==> config.mk <==
export PLATFORM = sky130hd
export DESIGN_NAME = ascon_wb_csr
export DESIGN_NICKNAME = d
export VERILOG_FILES = /design/src/rtl/ascon_csr_pkg.sv /design/src/rtl/ascon_ct_fifo.sv /design/src/rtl/ascon_wb_csr.sv
export SDC_FILE = /design/constraint.sdc
export NUM_CORES = 2
export LEC_CHECK = 0
export ABC_AREA = 1
export CAP_MARGIN = 20
export CELL_PAD_IN_SITES_DETAIL_PLACEMENT = 0
export CELL_PAD_IN_SITES_GLOBAL_PLACEMENT = 1
export CORE_MARGIN = 2
export CORE_UTILIZATION = 36
export CTS_BUF_LIST = sky130_fd_sc_hd__clkbuf_4 sky130_fd_sc_hd__clkbuf_8
export DETAILED_ROUTE_END_ITERATION = 16
export PLACE_DENSITY_LB_ADDON = 0.1
export SYNTH_ARGS = -nofsm -noshare
export SYNTH_HDL_FRONTEND = slang
export SYNTH_SLANG_ARGS = --single-unit
==> constraint.sdc <==
create_clock -name wb_clk_i -period 5.5 [get_ports wb_clk_i]
set_clock_uncertainty 0.05 [all_clocks]
set_input_delay 1.1 -clock wb_clk_i [delete_from_list [all_inputs] [get_ports wb_clk_i]]
set_output_delay 1.1 -clock wb_clk_i [all_outputs]
set_load 0.02 [all_outputs]
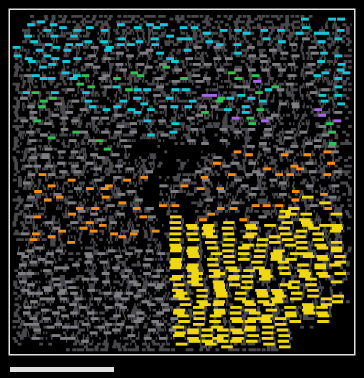
*Where the registers sit*
Scale bar: 100 um. Other sequential cells in the stronger gray, the rest of the logic in the fainter gray.
u_ct_fifo.mem -> yellow  # sequential cells 256
key_o -> cyan  # sequential cells 128, where a band across the top
datalen_o -> purple  # sequential cells 8
wb_dat_o -> green  # sequential cells 32, where a band across the top
blk1_q -> orange  # sequential cells 64, where a band across the middle
not colored = 340
final core utilization: 46.14%
flop share of the area: 39.25%
sequential logic power: 0.00653 W
storage element area: 19140 um2

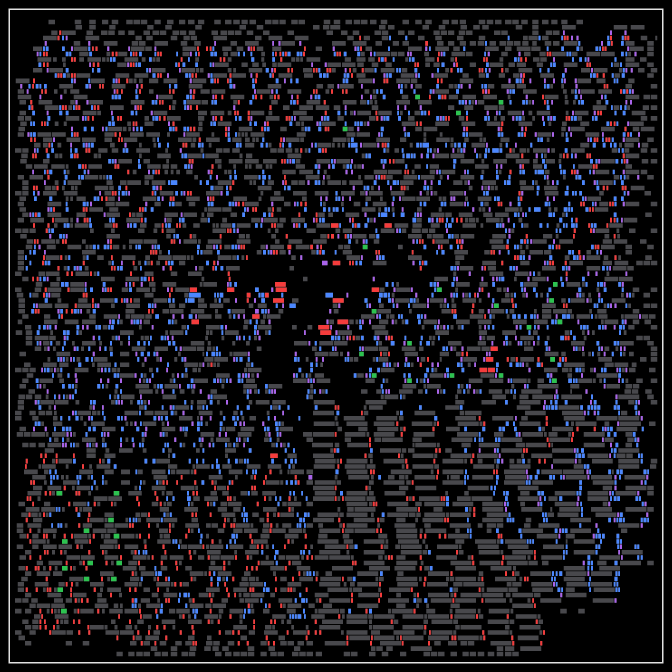
*Selected gate families*
inv cells -> purple  # cells 666
nand cells -> blue  # cells 1569, where all over the die
non-inverting ao/oa cells -> green  # cells 33, where all over the die
nor cells -> red  # cells 911, where all over the die
multi-input combinational area share: 31.09%
most frequent logic cell in the layout: nand2_1
Final Non-Filler Cells: 7184

==> impl_metrics.toml <==
# yosys + openroad results
[floorplanning]
rows = 119
coreArea_um2 = 105700
fp_util_pct = 36.44
ios = 643

[cts]
clock_sinks = 828
cts_setup_buffers = 0
clkLatencyLatePin_ps = 850
cts_resized = 0
cts.clk_slew.worst_paths_ps = 50

[outcome]
status = "finished clean"

[route]
routedWlPerCell_um = 22.79
totalWireLength_mm = 163.7

[layout]
area_delta_synth_final_pct = 26.62
fillerInstances = 10755
largest_reg_flops = 256

[power_and_ir_drop]
p_per_area_nw_per_um2 = 287.2
p_leak_nw = 20.57

[yosys]
synthFlopType = "dfxtp_1"
async_flop_share_pct = 0
ys_warn_count = 0
synth_chip_area_um2 = 38520
yosysSeqAreaShare_pct = 49.68
synth.avg_cell_area_um2 = 7.406
synth_cells = 5201
synth_area_um2 = 38520
edf_count = 256

[final_timing]
max_slew_margin_pct = 24.74
period_minus_slack_ps = 4246
worst_pin_slew_ps = 1129

[worst_setup_path]
crit_buf_inv = 3
r2r_slack_ps = 1620
slowest_delay_ps = 780

[placed_design]
dpl.hpwl_mm = 110.7

[global_route]
grt_usage_pct = 29.05
## worst register-to-register path, stage by stage, from the launching register on
cell and delay (ps):
dfxtp_4 350, buf_4 500, buf_4 800, o21ai_0 210, o211ai_1 300, nand3_1 280
nand3_1 210, nand2_1 110, nand2_1 130, nand3_1 520, nand3_1 230, nand2_1 70
inv_1 50
## metrics by stage
step / hold slack [ps] / instance area [um2] / total power (W) / worst slack, ps / instances
5_1_grt: 466.3 / 48770 / 0.01450 / 1258 / 7183
4_1_cts: 448.8 / 48760 / 0.01415 / 1313 / 7177
3_3_place_gp: 429.0 / 45500 / 0.007828 / 585.1 / 6899
3_5_place_dp: 431.6 / 45500 / 0.007833 / 566.2 / 6899
2_1_floorplan: 378.6 / 38520 / 0.007256 / 15.44 / 5201
6_report: 447.7 / 48770 / 0.01401 / 1254 / 7184
## logic make-up (layout without fill, tap and decap cells)
| family | after synthesis | after routing | synth area share [%] |
|---|---|---|---|
| XOR/XNOR | 2 | 2 | 0.04548 |
| AND-OR/OR-AND | 835 | 835 | 12.12 |
| adder cells (fa/ha/maj) | 7 | 7 | 0.2469 |
| buffers and inverters | 1046 | 1631 | 11.18 |
| AND/OR/NAND/NOR | 2481 | 2481 | 26.69 |
| flip-flops | 828 | 828 | 49.68 |
| other | 1 | 8 | 0.009735 |
| multiplexers | 1 | 1 | 0.02923 |
## cells in the mapped netlist, types with 17 or more instances
cell type / count
nor2_1: 890
a31oi_1: 17
buf_1: 30
buf_2: 125
a21oi_1: 270
clkbuf_1: 172
o21ai_0: 328
nand3_1: 540
edfxtp_1: 256
nand2_1: 979
o211ai_1: 69
inv_1: 641
dfxtp_1: 572
o22ai_1: 85
inv_2: 20
nand4_1: 35
buf_4: 47
o21a_1: 20
## layer usage
layer	global-route usage, %	share of wire [%]	vias to the layer above
li1	-	-	17685
met2	49.02	48	1215
met1	37.12	42	17602
met3	5.483	6.0	239
met5	0	0.040	-
met4	10.15	3.2	10
## cells in the final DEF, fill, tap and decap left out, drive strengths merged, types with 5 or more instances in the layout
cell	synthesis	routed
a211oi	5	5
a21oi	270	270
a22o	13	13
a22oi	10	10
a31oi	17	17
buf	208	76
clkbuf	172	240
clkdlybuf4s50	0	611
clkinv	4	27
dfxtp	572	572
diode	0	7
edfxtp	256	256
ha	6	6
inv	662	673
nand2	984	984
nand3	550	550
nand4	35	35
nor2	900	900
nor3	11	11
o2111ai	13	13
o211ai	69	69
o21a	20	20
o21ai	332	332
o22ai	85	85
## where the power goes
part / switching (W) / total, W / internal, W
clock: 0.00279 / 0.00631 / 0.00351
combinational: 0.000796 / 0.00117 / 0.000375
sequential: 0.0000632 / 0.00653 / 0.00647
## area by class of cell
type	count	area (um2)	area share [%]
sequential	828	19140	39.25
multi-input combinational	3327	15160	31.09
timing repair buffer	687	6944	14.24
clock buffer	240	2934	6.016
inverter	666	2510	5.146
tap	1391	1740	3.568
clock inverter	38	320.3	0.6567
antenna	7	17.52	0.03591
Power is estimated from default activity; no workload was simulated.
